Fig. 1: run 1, layout detail
Region (0, 55) to (40, 95) um. Cells in gray, sequential cells in the stronger gray; small squares are vias.
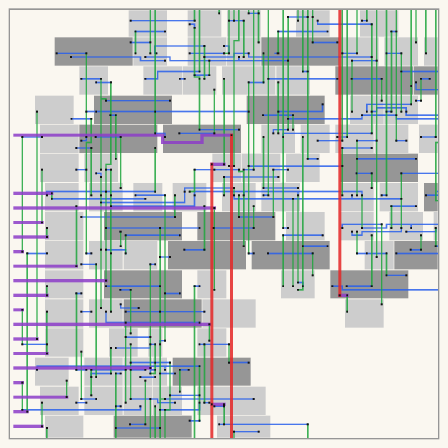
Fig. 2: run 1, the clock network
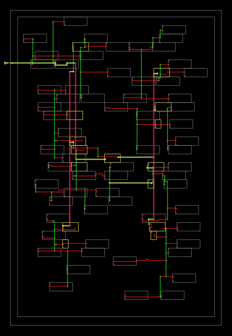
Fig. 3: run 1, nets reached from selected ports
Bar = 20 um.
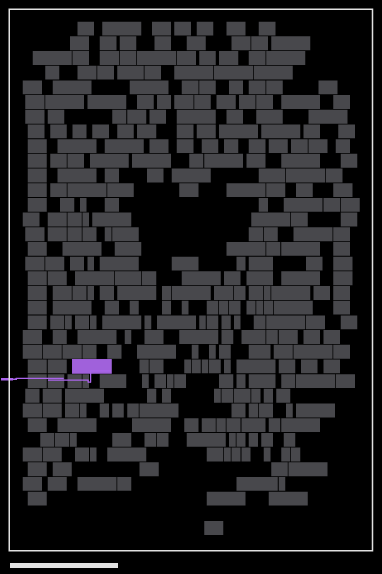
Design l2_port_arbiter, sky130hd; sources not shown.
==> run_results.csv, run 1 <==
group,metric,value,unit
routing,drc,0,
layout,syn_to_final_growth,54.92,%
sta,hold_violations,0,
grt,antenna_found_initial,0,
run_status,status,"finished clean",
logic_synthesis,synthArstFlopShare,0,
grt,grt_pass1_wl,9335,um
sta,maxSlewViolCount,0,
placement,place_congestion,0.8498,
critical_path,cp.required,2.12,ns
sta,worst_slack,0.2414,ns
layout,nNetsFinal,396,
critical_path,critical_path_class,"register to register",
logic_synthesis,syn_inst,222,
layout,fin_area,3625,um^2
die,die_h,100,um
critical_path,slowest_delay,0.53,ns
layout,final_layout_top_logic_cell,"dfxtp_1",
clock_network,h-tree-depth,3,
critical_path,crit_fanout,7,
sta,final.setup.tns,0,ns
critical_path,cp.arrival,1.88,ns
sta,finalClockPeriodUsage,0.8702,
sta,max_freq,617.8,MHz
critical_path,crit_path_top_delay_cell,"or4_1",
Notes on Fig. 1 above:
Red is metal 4. Green is metal 2. Blue is metal 1. Purple is metal 3.
85 logic cells have their middle in the window. Sequential cells in the window: 18. Most frequent: clkdlybuf4s50_1 (21), dfxtp_1 (18), a22o_1 (17).

Notes on Fig. 2 above:
number of CTS-inserted buffers: 9
CTS Sinks: 64
clk_lat worst skew: 0.33 ns
worst clock skew: 0.007109 ns
Clk power: 1.03 mW

Notes on Fig. 3 above:
Purple is `mem_write`, bits 1, direction output, end cells 1, buffers 1, wire 23.5 um.
Port Buffers: 106
I/O pins: 107

[run 1: power breakdown]
group | switching [mW] | total [mW] | internal, mW
registers | 0.0506 | 1.51 | 1.46
logic | 0.428 | 0.721 | 0.293
clock network | 0.493 | 1.03 | 0.539
total | 0.971 | 3.26 | 2.29
[run 1: worst max-delay path, delay by kind of cell, from the launching register on]
kind,cells,cell delay (ns)
flip-flops,1,0.45
AND/OR/NAND/NOR,3,0.96
AND-OR/OR-AND,1,0.14
[run 1: through the flow]
step                      utilization  power (mW)
after global routing           0.6086       3.416
after detailed placement       0.5851       2.280
after floorplan                     -       1.973
after CTS                      0.6078       3.296
after global placement         0.5851       2.269
final                          0.6086       3.259
[run 1: synth_stat cells, drive strengths merged (2+ instances only)]
cell     n  area (um^2)
a211oi  11        82.58
a21oi    8        40.04
a22o    32        280.3
a31oi    2        12.51
and2     3        18.77
buf     10        50.05
clkbuf   4        15.01
dfxtp   64         1281
ha       2        25.02
inv      2        7.510
mux2i   12        120.1
nand2    5        18.77
nand2b   3        18.77
nand3    5        25.02
nor2    24        90.09
nor2b    5        31.28
o21ai   10        50.05
or2      2        12.52
or3      4        26.28
[run 1: cells by family after synthesis]
logic type	Yosys count	share of synthesized area
buffers and inverters	16	0.03102
DFF	64	0.5476
AOI/OAI and AO/OA	68	0.2171
xor gates and xnor gates	2	0.007488
and+or+nand+nor	58	0.1348
adders and majority gates	2	0.01069
muxes	12	0.05134
[run 1: final cells by class]
type | instances | area, um^2
Tap cell | 74 | 92.59
Fill cell | 532 | 2331
Sequential cell | 64 | 1281
Clock buffer | 11 | 151.4
Timing Repair Buffer | 116 | 1077
Inverter | 2 | 7.507
Multi-Input combinational cell | 142 | 994.7
Clock inverter | 4 | 20.02
[run 1: timing repair]
item | in CTS | in global routing
resized | 29 | 1
setup endpoints to repair | 29 | 13
pin swaps | 0 | 0
buffers inserted | 0 | 0
[run 1: routing by layer]
metal / vias up / global-route usage / wire, um
met5: - / 0 / 0
met2: 100 / 0.2970 / 2880
li1: 1036 / - / -
met1: 944 / 0.2071 / 2120
met3: 18 / 0.04709 / 448
met4: 0 / 0.1130 / 206
Fig. 4: run 1, signal wires by layer
Only two layers are drawn.
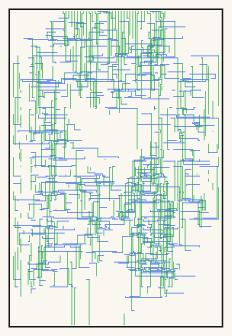

## Run 2: what changed since run 1
--- a/config.mk
+++ b/config.mk
@@ -6,10 +6,10 @@
 export NUM_CORES = 1
 export LEC_CHECK = 0
 export CAP_MARGIN = 20
-export CORE_AREA = 2 2 65 98
+export CORE_AREA = 4 4 67 100
 export CTS_CLUSTER_DIAMETER = 50
 export DETAILED_ROUTE_END_ITERATION = 6
-export DIE_AREA = 0 0 67 100
+export DIE_AREA = 0 0 71 104
 export PLACE_DENSITY = 0.88
 export SETUP_SLACK_MARGIN = 0.1
 export SLEW_MARGIN = 5
Fig. 5: run 2, signal wires by layer
Only two layers are drawn.
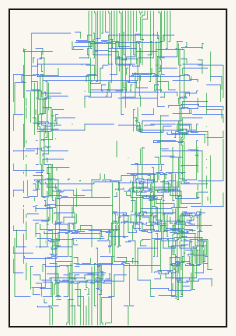
Green is metal 2, wire length 2930 um. Blue is metal 1, wire length 2230 um.
Post-Route WL: 5757 um
total track usage: 0.1555
DR vias: 2097
DR WL/cell: 14.01 um

Fig. 6: run 2, nets reached from selected ports
Bar = 20 um.
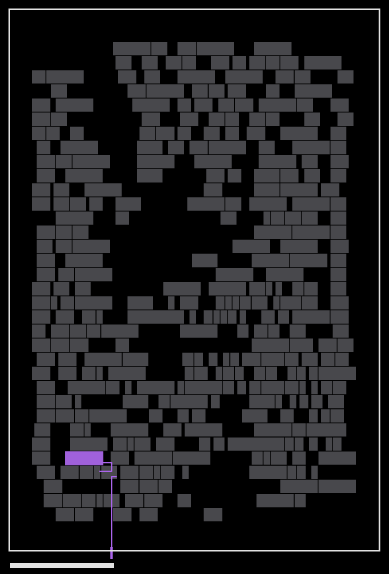
Purple is `mem_write`, bits 1, direction output, end cells 1, buffers 1, wire 20.5 um.

==> run 2 against run 1 <==
  * Register-to-register slack hardly changed
  * Wire length is 1.8% higher
  * Synthesized cell count stayed put
  * Final area is 0.76% higher
  * Global-route usage is 2.7 points lower
  * Largest cell class unchanged
==> run_results.csv, run 2 <==
group,metric,value,unit
grt,antenna_found_initial,0,
sta,max_freq,623.5,MHz
grt,grt_pass1_wl,9273,um
logic_synthesis,synth.top_cells.by_count,"64 x dfxtp_1, 32 x a22o_1, 24 x nor2_1, 12 x mux2i_1, 11 x a211oi_1",
layout,syn_to_final_growth,56.10,%
layout,nNetsFinal,395,
die,die_h,104,um
die,ios,107,
logic_synthesis,largest_area_cell,"dfxtp_1",
critical_path,crit_fanout,32,
logic_synthesis,syn_inst,222,
placement,place_congestion,0.8639,
logic_synthesis,top_cells_by_area,"dfxtp_1 55%, a22o_1 12%, mux2i_1 5.1%",
run_status,status,"finished clean",
layout,final_layout_top_logic_cell,"dfxtp_1",
layout,nFillCells,494,
logic_synthesis,synthArstFlopShare,0,
placement,io_buffer_count,106,
logic_synthesis,synth.top_cell.area_share,0.5476,
clock_network,clock_latency,0.32,ns
layout,fin_area,3652,um^2
critical_path,critical_path_class,"register to register",
clock_network,cts_setup_buffers,0,
clock_network,cts_buffers,9,
Fig. 7: run 2, layout detail
Region (0, 58) to (40, 98) um. Cells in gray, sequential cells in the stronger gray; small squares are vias.
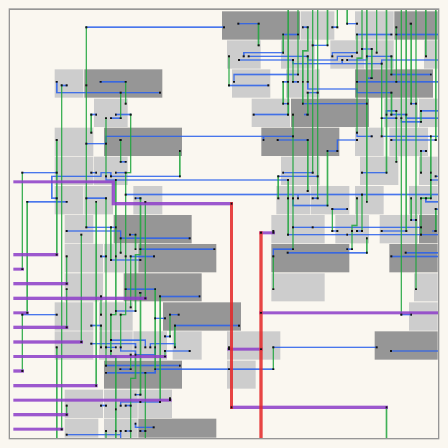
Blue is metal 1. Purple is metal 3. Green is metal 2. Red is metal 4.
Most frequent: clkdlybuf4s50_1 (17), a22o_1 (16), dfxtp_1 (16). 67 logic cells have their middle in the window. Sequential cells in the window: 16.

==> run 2: cell counts after synthesis <==
No cell type changed its count.
==> run 2: stage by stage <==
stage / total power [mW] / TNS [ns]
floorplan: 1.973 / 0
global placement: 2.266 / 0
detailed placement: 2.280 / -0.02631
CTS: 3.609 / 0
global route: 3.714 / 0
finish: 3.558 / 0
==> run 2: critical path, stage by stage, from the launching register on <==
cell and delay (ns):
dfxtp_1 0.45, nand4_4 0.18, o21bai_2 0.31, a21oi_2 0.12, buf_12 0.17, a22o_1 0.24
==> run 2: layout make-up <==
| cell class | instances | area (um^2) | area share |
|---|---|---|---|
| tap | 72 | 90.09 | 0.02467 |
| inverter | 2 | 7.507 | 0.002056 |
| multi-input combinational | 142 | 989.7 | 0.2710 |
| clock inverter | 4 | 76.32 | 0.02090 |
| sequential | 64 | 1281 | 0.3508 |
| clock buffer | 12 | 155.1 | 0.04248 |
| timing repair buffer | 115 | 1052 | 0.2881 |
==> run 2: logic make-up after synthesis <==
kind of cell,after synthesis,share of synthesized area
buf+inv,16,0.03102
flops,64,0.5476
simple gates,58,0.1348
fa+ha+maj,2,0.01069
compound gates,68,0.2171
mux,12,0.05134
xor+xnor,2,0.007488
==> run 2: power by group <==
group          leakage [nW]  switching [mW]  internal [mW]  total, mW
Sequential            0.521          0.0499           1.46       1.51
Clock                 0.113           0.507          0.831       1.34
Combinational         0.916           0.428          0.286      0.715
Total                  1.55           0.985           2.57       3.56
==> run 2: what timing repair did <==
| action | 4_1_cts | 5_1_grt |
|---|---|---|
| setup endpoints to repair | 25 | 0 |
| endpoints found under the hold margin | 0 | 0 |
| resized | 25 | 0 |
==> run 2: per-layer routing <==
metal / up-vias / share of wire / GRT usage
met3: 14 / 0.081 / 0.05803
met4: 0 / 0.022 / 0.05780
li1: 1043 / - / -
met2: 93 / 0.51 / 0.2749
met1: 947 / 0.39 / 0.1643
met5: - / 0 / 0
Power is estimated from default activity; no workload was simulated.
